Fig. 1: metal 1
(4 px per um) Supply wires on this layer in grey.
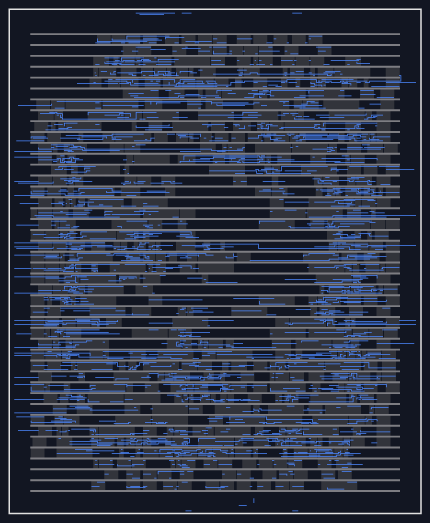
Fig. 2: metal 2
(4 px per um)
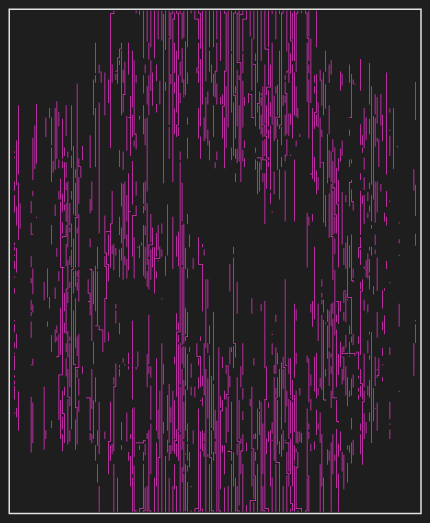
Fig. 3: met3 routing
(4 px per um)
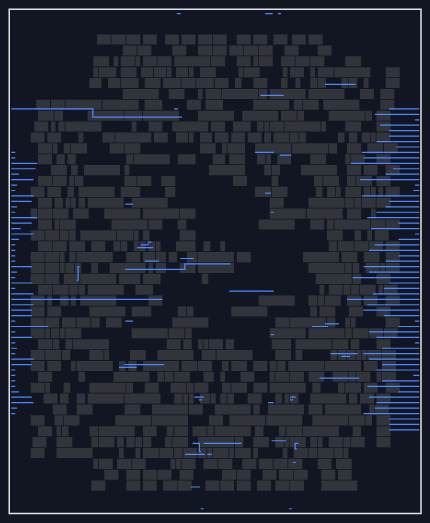
Fig. 4: signal wires on met4
(3 px per um) Supply wires on this layer in grey.
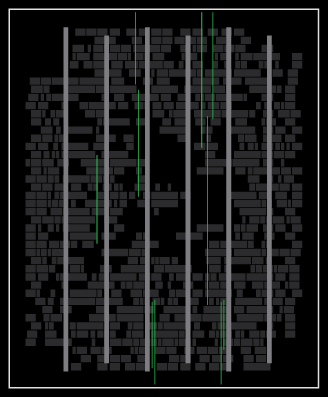
## src/rtl/grf_arb_pkg.sv

```systemverilog
// Shared types and constants for the GRF write-port arbiter.
package grf_arb_pkg;

  localparam int unsigned REG_ADDR_W = 5;
  localparam int unsigned DATA_W     = 32;
  localparam int unsigned WAIT_W     = 3;

  // Identity of the requester that owns a given GRF write.
  typedef enum logic {
    SRC_P = 1'b0,
    SRC_M = 1'b1
  } src_e;

  // One writeback request: destination, data and the PC used for tracing.
  typedef struct packed {
    logic [REG_ADDR_W-1:0] a3;
    logic [DATA_W-1:0]     wd;
    logic [DATA_W-1:0]     pc;
  } wr_req_t;

  // $0 is hardwired to zero, so a write to it is accepted but not performed.
  function automatic logic is_real_write(input logic [REG_ADDR_W-1:0] a3);
    return a3 != '0;
  endfunction

endpackage

```

## src/rtl/grf_arb_wait_ctr.sv

```systemverilog
// Starvation guard for the M requester: counts consecutive refused cycles,
// saturating at MAX_WAIT, and raises force_o once M has waited long enough.
module grf_arb_wait_ctr
  import grf_arb_pkg::*;
#(
  parameter int unsigned MAX_WAIT = 4
) (
  input  logic clk_i,
  input  logic reset_i,
  input  logic m_valid_i,
  input  logic m_ready_i,
  output logic force_o,
  output logic m_starved_o
);

  localparam logic [WAIT_W-1:0] MAX_CNT = WAIT_W'(MAX_WAIT);

  logic [WAIT_W-1:0] cnt_q, cnt_d;
  logic              starved_q, starved_d;

  // Next count: clear on an M transfer, count refusals, hold while M is idle.
  always_comb begin
    cnt_d = cnt_q;
    if (m_valid_i && m_ready_i) begin
      cnt_d = '0;
    end else if (m_valid_i && (cnt_q != MAX_CNT)) begin
      cnt_d = cnt_q + 1'b1;
    end
    starved_d = (cnt_d == MAX_CNT);
  end

  // Counter and starved flag registers.
  always_ff @(posedge clk_i or posedge reset_i) begin
    if (reset_i) begin
      cnt_q     <= '0;
      starved_q <= 1'b0;
    end else begin
      cnt_q     <= cnt_d;
      starved_q <= starved_d;
    end
  end

  assign force_o     = (cnt_q == MAX_CNT);
  assign m_starved_o = starved_q;

endmodule

```

## src/rtl/grf_write_arbiter.sv

```systemverilog
// Arbitrates the single GRF write port between the pipeline writeback (P)
// and the multiply/divide unit (M), presenting one registered write per cycle.
// Define GRF_ARB_RR_EN for round-robin; otherwise fixed priority to P with a
// starvation guard that force-grants M after MAX_WAIT refusals.
module grf_write_arbiter
  import grf_arb_pkg::*;
#(
  parameter int unsigned MAX_WAIT = 4
) (
  input  logic                  clk,
  input  logic                  reset,
  input  logic                  p_valid,
  output logic                  p_ready,
  input  logic [REG_ADDR_W-1:0] p_a3,
  input  logic [DATA_W-1:0]     p_wd,
  input  logic [DATA_W-1:0]     p_pc,
  input  logic                  m_valid,
  output logic                  m_ready,
  input  logic [REG_ADDR_W-1:0] m_a3,
  input  logic [DATA_W-1:0]     m_wd,
  input  logic [DATA_W-1:0]     m_pc,
  output logic                  grf_we,
  output logic [REG_ADDR_W-1:0] grf_a3,
  output logic [DATA_W-1:0]     grf_wd,
  output logic [DATA_W-1:0]     grf_pc,
  output logic                  grf_src,
  output logic                  m_starved
);

  wr_req_t p_req, m_req, win_req;
  logic    p_gnt, m_gnt, xfer;
  src_e    win;

  wr_req_t req_q, req_d;
  logic    we_q, we_d;
  src_e    src_q, src_d;

  assign p_req = {p_a3, p_wd, p_pc};
  assign m_req = {m_a3, m_wd, m_pc};

`ifdef GRF_ARB_RR_EN
  // The last-owner register is only consulted by round-robin arbitration.
  src_e last_owner_q, last_owner_d;

  // Remember the most recent winner so the other side goes next on a tie.
  always_comb begin
    last_owner_d = last_owner_q;
    if (xfer) begin
      last_owner_d = win;
    end
  end

  // Last-owner register; M by default so P takes the first tie after reset.
  always_ff @(posedge clk or posedge reset) begin
    if (reset) begin
      last_owner_q <= SRC_M;
    end else begin
      last_owner_q <= last_owner_d;
    end
  end

  assign m_starved = 1'b0;
`else
  logic force_m;

  grf_arb_wait_ctr #(
    .MAX_WAIT (MAX_WAIT)
  ) u_wait_ctr (
    .clk_i       (clk),
    .reset_i     (reset),
    .m_valid_i   (m_valid),
    .m_ready_i   (m_ready),
    .force_o     (force_m),
    .m_starved_o (m_starved)
  );
`endif

  // Grant: a lone requester always wins; ties are resolved by the policy.
  always_comb begin
    p_gnt = 1'b0;
    m_gnt = 1'b0;
    if (p_valid && m_valid) begin
`ifdef GRF_ARB_RR_EN
      if (last_owner_q == SRC_P) begin
        m_gnt = 1'b1;
      end else begin
        p_gnt = 1'b1;
      end
`else
      if (force_m) begin
        m_gnt = 1'b1;
      end else begin
        p_gnt = 1'b1;
      end
`endif
    end else begin
      p_gnt = p_valid;
      m_gnt = m_valid;
    end
  end

  assign p_ready = p_gnt;
  assign m_ready = m_gnt;
  assign xfer    = p_gnt || m_gnt;
  assign win     = m_gnt ? SRC_M : SRC_P;
  assign win_req = m_gnt ? m_req : p_req;

  // Output next-state: load the winner, pulse we only for a non-$0 target.
  always_comb begin
    we_d  = 1'b0;
    src_d = src_q;
    req_d = req_q;
    if (xfer) begin
      we_d  = is_real_write(win_req.a3);
      src_d = win;
      req_d = win_req;
    end
  end

  // GRF write-port output registers.
  always_ff @(posedge clk or posedge reset) begin
    if (reset) begin
      we_q  <= 1'b0;
      src_q <= SRC_P;
      req_q <= '0;
    end else begin
      we_q  <= we_d;
      src_q <= src_d;
      req_q <= req_d;
    end
  end

  assign grf_we  = we_q;
  assign grf_a3  = req_q.a3;
  assign grf_wd  = req_q.wd;
  assign grf_pc  = req_q.pc;
  assign grf_src = src_q;

endmodule

```

## config.mk

```make
export PLATFORM = sky130hd
export DESIGN_NAME = grf_write_arbiter
export DESIGN_NICKNAME = d
export VERILOG_FILES = /design/src/rtl/grf_arb_pkg.sv /design/src/rtl/grf_arb_wait_ctr.sv /design/src/rtl/grf_write_arbiter.sv
export SDC_FILE = /design/constraint.sdc
export NUM_CORES = 1
export LEC_CHECK = 0
export CAP_MARGIN = 20
export CORE_ASPECT_RATIO = 1.25
export CORE_MARGIN = 5
export CORE_UTILIZATION = 40
export DETAILED_ROUTE_END_ITERATION = 12
export MAX_ROUTING_LAYER = met4
export PLACE_DENSITY = 0.8
export SLEW_MARGIN = 40
export SYNTH_ARGS = -nofsm -noshare
export SYNTH_HDL_FRONTEND = slang
export SYNTH_HIERARCHICAL = 1
export SYNTH_SLANG_ARGS = --single-unit
```

## constraint.sdc

```tcl
create_clock -name clk -period 4.4 [get_ports clk]
set_input_delay 0.66 -clock clk [delete_from_list [all_inputs] [get_ports clk]]
set_output_delay 0.66 -clock clk [all_outputs]
set_load 0.01 [all_outputs]
```

==> results.yml <==
# synthesis and place-and-route metrics
outcome:
  status: "finished, final reports clean"
cts:
  ctsLongestPathBuffers: 2
  cts_tree: "done"
  postCtsSetupRepairBufs: 0
  clock_sinks: 75
critical_path:
  cp_num_buf_inv: 3
  timing.rr.start: "u_wait_ctr/cnt_q[0]$_DFF_PP0_"
  worstSetupPathDepth: 7
  r2r.worst_path.cells: 10
  cp_data_required_time_ns: 3.74
  cp-start-kind: "flip-flop"
  critPathMaxFanout: 5
  worstSetupStartpoint: "u_wait_ctr/cnt_q[0]$_DFF_PP0_"
finish:
  final-comb-area_mm2: 0.001852
  dominant-cell-class: "non-clock buffers"
synth:
  avgSynthCellArea_um2: 10.32
  synthArstFlopShare_pct: 100.0
  yosys_area_mm2: 0.004284
  top_logic_kind: "AND-OR/OR-AND gates"
grt:
  track_usage_pct: 20.38
  gr-total-overflow: 0
  first_global_vias: 4212
  grt_first_pass_wirelength_mm: 20.44
detailed_routing:
  met3_length_um: 914
  highest-signal-layer: "met4"
  met2WireLength_mm: 6.826
  initialDrtViolationCount: 215
power_and_ir_drop:
  swShare_pct: 29.96
  power_frac_clock_pct: 26.0
  p_clk_mw: 0.680
  powerDensity_mw_per_mm2: 394.2
final_timing:
  layout_setup_ws_ns: 1.720
  final_max_slew_viol_count: 0
  relSlewSlack_pct: 44.53
  skew_ns: 0.005315
min_path:
  hold_depth: 2
  min_path_type: "flip-flop to flip-flop"
floorplan:
  ioPinCount: 216
  die_x_um: 102.6
placement:
  dp_hpwl_mm: 9.402
  gp_congestion: 0.8100
About Fig. 1:
The longest straight run is 38.6 um. The wires run mostly horizontal.

About Fig. 2:
The layer holds 52% of the routed length. 678 nets have wire on it. The wires run mostly vertical. The longest straight run is 42.3 um. The layer carries 6,830 um of wire.
Vias: 3,967
met2 usage: 34.60%
final WL: 13.12 mm

About Fig. 3:
132 nets have wire on it. The longest straight run is 37.5 um. The layer carries 914 um of wire. The wires run mostly horizontal.
met3 Track Usage GR: 3.319%

About Fig. 4:
9 nets have wire on it. The layer carries 324 um of wire. The longest straight run is 62.6 um. The wires run mostly vertical.

